## src/rtl/switch_post_sched.sv

```systemverilog
// Egress scheduler: arbitrates among NQ queue descriptors, streams each granted
// frame's cells from the shared cell buffer into the post stage, then frees it.
module switch_post_sched #(
  parameter int NQ     = 4,
  parameter int PTR_W  = 10,
  parameter int CNT_W  = 8,
  parameter int RD_LAT = 2
) (
  input  logic                  clk,
  input  logic                  rstn,
  input  logic                  cfg_strict,
  input  logic [NQ-1:0]         q_req,
  input  logic [NQ*PTR_W-1:0]   q_head_ptr,
  input  logic [NQ*CNT_W-1:0]   q_cell_cnt,
  output logic [NQ-1:0]         q_ack,
  output logic                  mem_rd,
  output logic [PTR_W-1:0]      mem_addr,
  input  logic [127:0]          mem_dout,
  output logic                  o_cell_data_fifo_wr,
  output logic [127:0]          o_cell_data_fifo_din,
  output logic                  o_cell_data_first,
  output logic                  o_cell_data_last,
  input  logic                  o_cell_data_fifo_bp,
  output logic                  free_vld,
  output logic [PTR_W-1:0]      free_ptr,
  output logic [CNT_W-1:0]      free_cnt,
  output logic                  busy
);

  localparam int QW = $clog2(NQ);

  typedef enum logic [1:0] {IDLE, ISSUE, DRAIN, RELEASE} state_t;

  state_t            state, state_nxt;
  logic [QW-1:0]     rr_last;
  logic [PTR_W-1:0]  head_ptr, cur_ptr;
  logic [CNT_W-1:0]  rem, cnt_l;
  logic              first_pend;
  logic [RD_LAT-1:0] pipe_vld, pipe_first, pipe_last;

  logic              win_found;
  logic [QW-1:0]     win_idx;
  logic [PTR_W-1:0]  win_ptr;
  logic [CNT_W-1:0]  win_cnt;
  logic              grant;
  logic              rd_last;

  // Strict: scan from queue 0. Round robin: scan starting just after the last grant.
  always_comb begin : arb
    int            idx;
    logic [QW-1:0] idx_q;
    win_found = 1'b0;
    win_idx   = '0;
    idx       = 0;
    idx_q     = '0;
    for (int k = 0; k < NQ; k++) begin
      idx   = cfg_strict ? k : (int'(rr_last) + 1 + k) % NQ;
      idx_q = QW'(idx);
      if (!win_found && q_req[idx_q]) begin
        win_found = 1'b1;
        win_idx   = idx_q;
      end
    end
  end

  assign win_ptr = q_head_ptr[win_idx*PTR_W +: PTR_W];
  assign win_cnt = q_cell_cnt[win_idx*CNT_W +: CNT_W];
  assign grant   = (state == IDLE) && win_found && !o_cell_data_fifo_bp;
  assign rd_last = (rem == CNT_W'(1));
  assign busy    = (state != IDLE);

  // NOTE: every output and next-state value gets a default before the case so
  // that no path leaves a signal unassigned, which would otherwise infer a latch.
  always_comb begin
    state_nxt = state;
    q_ack     = '0;
    mem_rd    = 1'b0;
    mem_addr  = '0;
    free_vld  = 1'b0;
    free_ptr  = '0;
    free_cnt  = '0;
    unique case (state)
      IDLE: begin
        if (grant) begin
          q_ack[win_idx] = 1'b1;
          state_nxt      = (win_cnt == '0) ? RELEASE : ISSUE;
        end
      end
      ISSUE: begin
        if (!o_cell_data_fifo_bp) begin
          mem_rd   = 1'b1;
          mem_addr = cur_ptr;
          if (rd_last) state_nxt = DRAIN;
        end
      end
      DRAIN: begin
        if (o_cell_data_fifo_wr && o_cell_data_last && (pipe_vld == '0))
          state_nxt = RELEASE;
      end
      RELEASE: begin
        free_vld  = 1'b1;
        free_ptr  = head_ptr;
        free_cnt  = cnt_l;
        state_nxt = IDLE;
      end
      default: state_nxt = IDLE;
    endcase
  end

  // NOTE: state is updated with non-blocking assignments so every register
  // samples the pre-edge values, independent of statement order.
  always_ff @(posedge clk or negedge rstn) begin
    if (!rstn) begin
      state                <= IDLE;
      rr_last              <= QW'(NQ - 1);
      head_ptr             <= '0;
      cur_ptr              <= '0;
      rem                  <= '0;
      cnt_l                <= '0;
      first_pend           <= 1'b0;
      pipe_vld             <= '0;
      pipe_first           <= '0;
      pipe_last            <= '0;
      o_cell_data_fifo_wr  <= 1'b0;
      o_cell_data_fifo_din <= '0;
      o_cell_data_first    <= 1'b0;
      o_cell_data_last     <= 1'b0;
    end else begin
      state <= state_nxt;
      if (grant) begin
        rr_last    <= win_idx;
        head_ptr   <= win_ptr;
        cur_ptr    <= win_ptr;
        rem        <= win_cnt;
        cnt_l      <= win_cnt;
        first_pend <= 1'b1;
      end else if (mem_rd) begin
        cur_ptr    <= cur_ptr + PTR_W'(1);
        rem        <= rem - CNT_W'(1);
        first_pend <= 1'b0;
      end
      // Tag shift register: bit 0 enters with the read, bit RD_LAT-1 lines up with mem_dout.
      pipe_vld   <= RD_LAT'({pipe_vld, mem_rd});
      pipe_first <= RD_LAT'({pipe_first, mem_rd & first_pend});
      pipe_last  <= RD_LAT'({pipe_last, mem_rd & rd_last});
      o_cell_data_fifo_wr  <= pipe_vld[RD_LAT-1];
      o_cell_data_fifo_din <= pipe_vld[RD_LAT-1] ? mem_dout : '0;
      o_cell_data_first    <= pipe_vld[RD_LAT-1] & pipe_first[RD_LAT-1];
      o_cell_data_last     <= pipe_vld[RD_LAT-1] & pipe_last[RD_LAT-1];
    end
  end

endmodule

```

## config.mk

```make
export PLATFORM = sky130hd
export DESIGN_NAME = switch_post_sched
export DESIGN_NICKNAME = d
export VERILOG_FILES = /design/src/rtl/switch_post_sched.sv
export SDC_FILE = /design/constraint.sdc
export NUM_CORES = 1
export LEC_CHECK = 0
export ABC_AREA = 0
export CELL_PAD_IN_SITES_DETAIL_PLACEMENT = 0
export CELL_PAD_IN_SITES_GLOBAL_PLACEMENT = 1
export CORE_ASPECT_RATIO = 1.75
export CORE_UTILIZATION = 27
export DETAILED_ROUTE_END_ITERATION = 8
export PLACE_DENSITY_LB_ADDON = 0.1
export SLEW_MARGIN = 40
export SYNTH_ARGS = -nofsm -noshare
export SYNTH_HDL_FRONTEND = slang
export SYNTH_SLANG_ARGS = --single-unit
```

## constraint.sdc

```tcl
create_clock -name clk -period 2.9 [get_ports clk]
set_input_delay 0.58 -clock clk [delete_from_list [all_inputs] [get_ports clk]]
set_output_delay 0.58 -clock clk [all_outputs]
set_load 0.005 [all_outputs]
```

run_1/met1.png
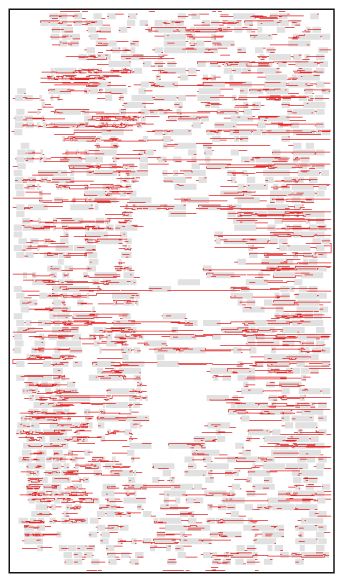
The longest straight run is 40.9 um. The layer carries 8750 um of wire. The layer holds 33% of the routed length.
GR Util met1: 17.1%
final wirelength: 26.4 mm
vias post-DR: 6456

run_1/met2.png
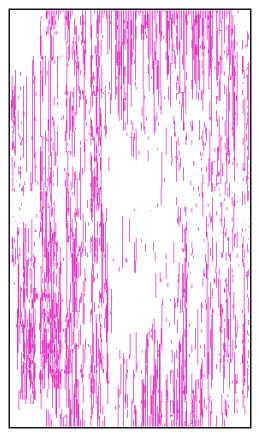
The wires run mostly vertical. The layer carries 15000 um of wire. The layer holds 57% of the routed length. The longest straight run is 92.6 um.
grt met2 use: 36.6%

==> flow_metrics.py, run 1 <==
# Physical implementation metrics
metrics = {
    "cells_and_area": {
        "diodes": 1,
        "seq_cells": 178,
        "nClkBuffers": 19,
        "layout_top_cell": "clkdlybuf4s50_1",
        "final_cell_mix": "clkdlybuf4s50_1, dfrtp_1, and2_1",
        "comb_area_um2": 3240,
        "nNetsFinal": 1320,
        "sh_seq_area_pct": 33.5,
        "logic_gate_count": 443,
        "drive_above_1_share_pct": 16.6,
        "flop_area_um2": 4470,
        "dominant_cells": "non-clock buffers",
        "nonClockInverterCount": 9,
        "fillers": 2597,
        "comb_area_share_pct": 24.3,
        "stdcell_count": 1492,
        "clock_area_share_pct": 4.45,
        "area_growth_pct": 74.9,
        "nonClkBufAreaFrac_pct": 33.9,
    },
    "routing": {
        "first_pass_iters": 4,
        "via_per_inst": 4.33,
        "drt_iter0_markers": 249,
        "top_layer_used": "met4",
        "ant_nets": 0,
        "drc": 0,
        "wire_per_inst_um": 17.7,
        "wl_met3_mm": 1.80,
    },
    "synthesis": {
        "ys_sh_mux_pct": 4.52,
        "yosys.area.top_type_share_pct": 57.8,
        "aoi_share_pct": 7.87,
        "synth_xor_xnor_area_share_pct": 1.73,
        "synth-main-ff-cell": "dfrtp_1",
        "ys.flops": 178,
        "syn-cell-area_um2": 7610,
        "postSynthCellCount": 669,
        "edf_count": 0,
        "synth_warnings": 0,
        "netlist_top_cells_count": "dfrtp_1, and2_1, nand2_1",
        "yosys.area_share.simple_pct": 23.1,
        "syn_area_per_cell_um2": 11.4,
        "ys_area_um2": 7610,
        "fp_nets": 884,
        "ys_seq_share_pct": 58.5,
        "synth.most_common_cell": "dfrtp_1",
        "synth-adder-area-share_pct": 1.15,
        "yosys_cells": 669,
        "ys_top_cells_by_area": "dfrtp_1, and2_1, mux2i_1, nand2_1, o21ai_0",
    },
    "cts": {
        "clock-sinks": 178,
        "clkTransAtPathRegs_ns": 0.07,
        "clock_latency_ns": 0.44,
        "clock_tree.buffer_depth": 2,
        "post_cts_resized": 64,
        "cts_tree": "yes",
        "cts-hold-fix-buffers": 0,
        "cts_buffers": 17,
        "root_buffer": "clkbuf_16",
        "cts_setup_buffers": 13,
        "htreeDepth": 4,
    },
    "flow_run": {
        "cap_violations": 0,
        "warning_count": 34,
    },
    "setup_path": {
        "path_class": "reg -> out",
        "worstPathArrival_ns": 2.60,
        "cp-start-kind": "flop",
        "critPathLaunch": "rr_last[0]",
        "setup.worst_path.end": "q_ack[1]",
        "rrSetupSlack_ns": -0.17,
        "cp.required_ns": 2.32,
        "endpoint_kind": "output port",
        "timing.rr.start": "rr_last[0]",
        "crit_fanout": 5,
    },
    "placed_design": {
        "port_buffers": 373,
        "place_hpwl_mm": 20.1,
        "dp.cells": 1439,
    },
    "min_path": {
        "min_path_type": "in -> async",
    },
    "die": {
        "taps": 373,
        "rows": 81,
        "coreArea_um2": 27900,
        "fp.dieW_um": 129,
        "boundaryPins": 374,
        "die_y_um": 224,
    },
    "status": {
        "violations": "negative setup slack",
        "status": "finished, violations left",
    },
    "timing": {
        "finalCriticalPeriod_ns": 3.18,
        "finalSetupViolations": 29,
        "hold_ws_ns": 0.0791,
        "hold_viol": 0,
        "tightest_slew_ns": 0.771,
        "min_period_over_period_pct": 110,
        "fin_skew_ns": 0.0100,
        "finalMaxSlewViolations": 0,
        "fmax_mhz": 314,
        "layout_setup_ws_ns": -0.282,
        "timing.setup.tns_ns": -2.74,
    },
    "global_routing": {
        "grt_max_degree": 132,
        "antenna_found_initial": 1,
        "grt-ovfl-total": 0,
        "grt_pass1_wl_mm": 39.1,
        "busiest_layer": "met2",
    },
    "power": {
        "total_power_mw": 10.2,
        "vdd_drop_max_v": 0.000441,
        "leakagePower_nw": 5.91,
    },
}
run_1/met3.png
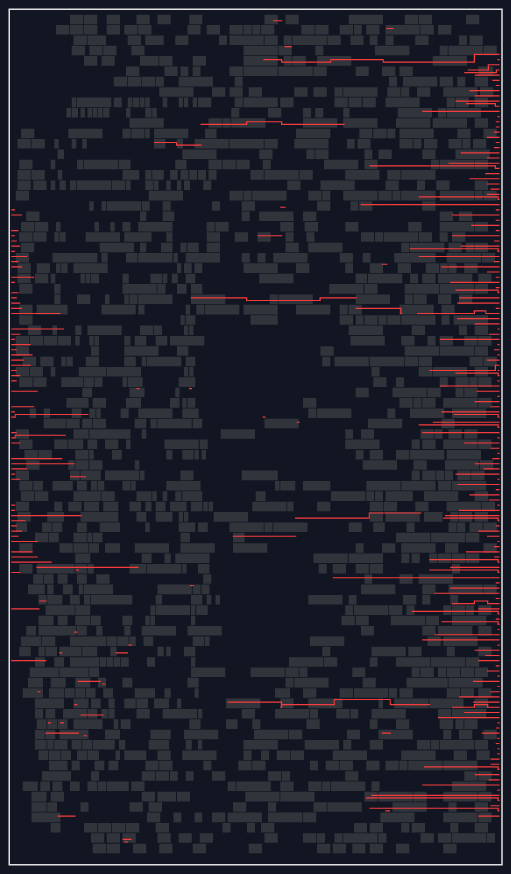
The layer carries 1800 um of wire. The layer holds 6.8% of the routed length.

run 1: state kept, by name, indices dropped and copies added, names as in the netlist:
register,cells
cnt_l,8
cur_ptr,10
first_pend,1
head_ptr,10
o_cell_data_fifo_din,128
o_cell_data_fifo_wr,1
o_cell_data_first,1
o_cell_data_last,1
pipe_first,2
pipe_last,2
pipe_vld,2
rem,8
rr_last,2
state,2
run 1: power breakdown:
part | internal, mW | leakage [nW] | switching [mW]
clock | 1.31 | 0.291 | 1.02
combinational | 2.49 | 3.26 | 2.01
sequential | 3.09 | 2.36 | 0.339
total | 6.89 | 5.91 | 3.36
run 1: critical path, stage by stage, from the launching register on:
cell and delay (ns):
dfstp_4 0.69, mux2_4 0.33, a22oi_4 0.21, nand4_4 0.16, nor4_4 0.30, or3_4 0.28, nor3_4 0.06, buf_2 0.13
==> inputs of run 2 (changes only) <==
- CELL_PAD_IN_SITES_DETAIL_PLACEMENT: 0 -> 1
- CTS_BUF_LIST: not set -> sky130_fd_sc_hd__clkbuf_8 sky130_fd_sc_hd__clkbuf_16
run_2/final_congestion.png
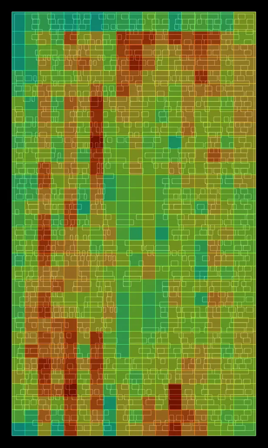
GR Util met1: 18.6%
Top Usage Layer GRT: met2

==> run 2 against run 1 <==
  * The run still ends with negative setup slack left
  * Count of clock-buffer cells in the layout shrank 1
  * Power rose by 3.6%
  * Clock power grew 6%
  * Wire length rose by 7.3%
  * Die area stayed put
  * First-iteration DRC count is 19% lower
  * Worst hold slack lost 0.017 ns
  * Non-clock buffer count grew 3
  * Design area up 1.2%
  * Highest routed layer unchanged
==> flow_metrics.py, run 2 <==
# Physical implementation metrics
metrics = {
    "routing": {
        "wl_met3_mm": 2.01,
        "first_pass_iters": 4,
        "drt_iter0_markers": 202,
        "wirelength_mm": 28.3,
        "ant_nets": 0,
        "wire_per_inst_um": 18.9,
        "drc": 0,
        "via_per_inst": 4.43,
    },
    "synthesis": {
        "synth-main-ff-cell": "dfrtp_1",
        "synth.most_common_cell": "dfrtp_1",
        "fp_nets": 884,
        "edf_count": 0,
        "synth_warnings": 0,
        "syn_area_per_cell_um2": 11.4,
        "yosys.area.top_type_share_pct": 57.8,
        "netlist_top_cells_count": "dfrtp_1, and2_1, nand2_1",
        "yosys_cells": 669,
        "ys_top_cells_by_area": "dfrtp_1, and2_1, mux2i_1, nand2_1, o21ai_0",
        "syn-cell-area_um2": 7610,
        "synth-adder-area-share_pct": 1.15,
        "yosys.area_share.simple_pct": 23.1,
        "synth_xor_xnor_area_share_pct": 1.73,
        "ys.flops": 178,
        "aoi_share_pct": 7.87,
    },
    "cells_and_area": {
        "area_growth_pct": 76.9,
        "drive_above_1_share_pct": 18.4,
        "diodes": 2,
        "comb_area_um2": 3280,
        "nonClockInverterCount": 9,
        "largestRegisters": "o_cell_data_fifo_din: 128 flops, cur_ptr: 10 flops, head_ptr: 10 flops",
        "layout_top_cell": "clkdlybuf4s50_1",
        "regMostFlops": "o_cell_data_fifo_din",
        "sh_seq_area_pct": 33.1,
        "fillers": 2952,
        "clock_area_share_pct": 4.71,
        "dominant_cells": "non-clock buffers",
        "seq_cells": 178,
        "final_cell_mix": "clkdlybuf4s50_1, dfrtp_1, and2_1",
        "flop_area_um2": 4460,
        "logic_gate_count": 443,
        "comb_area_share_pct": 24.3,
        "nClkBuffers": 18,
    },
    "flow_run": {
        "cap_violations": 0,
        "warning_count": 34,
    },
    "setup_path": {
        "crit_path_top_delay_cell": "dfstp_4",
        "cp_num_buf_inv": 4,
        "worstPathArrival_ns": 2.62,
        "cp-start-kind": "flop",
        "path_class": "reg -> out",
        "crit_fanout": 6,
        "endpoint_kind": "output port",
        "crit_chain": "buf_4 -> nor3_2 -> a22oi_4 -> nand2b_4 -> buf_4 -> buf_6 -> o311a_4 -> nand2_4 -> nor3_2 -> buf_2",
        "timing.rr.start": "rr_last[0]",
        "cp.required_ns": 2.32,
        "path_delay_family": "flip-flops",
    },
    "cts": {
        "htreeDepth": 4,
        "post_cts_resized": 97,
        "cts_tree": "yes",
        "root_buffer": "clkbuf_16",
        "cts_buffers": 17,
        "cts-hold-fix-buffers": 0,
        "clock_tree.buffer_depth": 2,
        "clock_latency_ns": 0.44,
        "cts_setup_buffers": 22,
    },
    "die": {
        "coreArea_um2": 27900,
        "die_area_um2": 28900,
        "fp.dieW_um": 129,
        "boundaryPins": 374,
        "taps": 373,
        "die_y_um": 224,
    },
    "global_routing": {
        "grt-ovfl-total": 0,
        "grt_pass1_wl_mm": 42.9,
        "antenna_found_initial": 2,
        "grt_max_degree": 132,
        "use_met2_pct": 40.3,
    },
    "power": {
        "p_seq_share_pct": 32.3,
        "sw_frac_of_total_pct": 33.3,
        "seq-power_mw": 3.43,
        "combPwrFrac_pct": 44.4,
        "leakagePower_nw": 5.98,
        "switchingPower_mw": 3.54,
        "clk-power_mw": 2.47,
        "intPower_mw": 7.08,
        "pg_comb_mw": 4.71,
        "power_leader": "combinational cells",
        "pwr-share-clk_pct": 23.3,
    },
    "min_path": {
        "min_path_type": "in -> async",
    },
    "placed_design": {
        "place_hpwl_mm": 21.5,
        "port_buffers": 373,
    },
    "timing": {
        "hold_viol": 0,
        "min_period_over_period_pct": 110,
        "layout_setup_ws_ns": -0.304,
        "finalSetupViolations": 24,
        "finalMaxSlewViolations": 0,
        "fmax_mhz": 312,
        "finalCriticalPeriod_ns": 3.20,
        "tightest_slew_ns": 0.745,
    },
    "status": {
        "violations": "negative setup slack",
        "status": "finished, violations left",
    },
}
run_2/met1.png
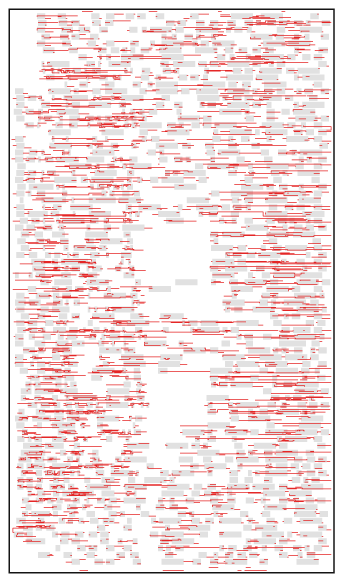
The layer carries 9150 um of wire. 1170 nets have wire on it. The longest straight run is 48.3 um. The wires run mostly horizontal. The layer holds 32% of the routed length.

## run 2: final timing paths
kind / endpoint / slack [ns] / cells after the start
worst max register to register: state[1] / -0.28 / 13
min in group clk: pipe_first[1] / 0.35 / 0
max in group asynchronous: rr_last[1] / 2.06 / 2
worst max-delay path: q_ack[2] / -0.30 / 10
worst min register to register: pipe_first[1] / 0.35 / 0
worst min-delay path: o_cell_data_fifo_din[58] / 0.06 / 1
## run 2: through the flow
step	setup WS [ns]	hold WS, ns	instances	setup TNS (ns)	cell area [um2]
finish	-0.304	0.0624	1496	-2.68	13500
global route	-0.417	0.0774	1496	-6.30	13500
CTS	-0.348	0.0660	1495	-3.59	13300
detailed placement	-0.864	0.336	1439	-21.79	12100
global placement	-0.842	0.335	1439	-20.13	12100
floorplan	0.0252	0.284	669	0	7610
Power and IR drop assume default switching activity.
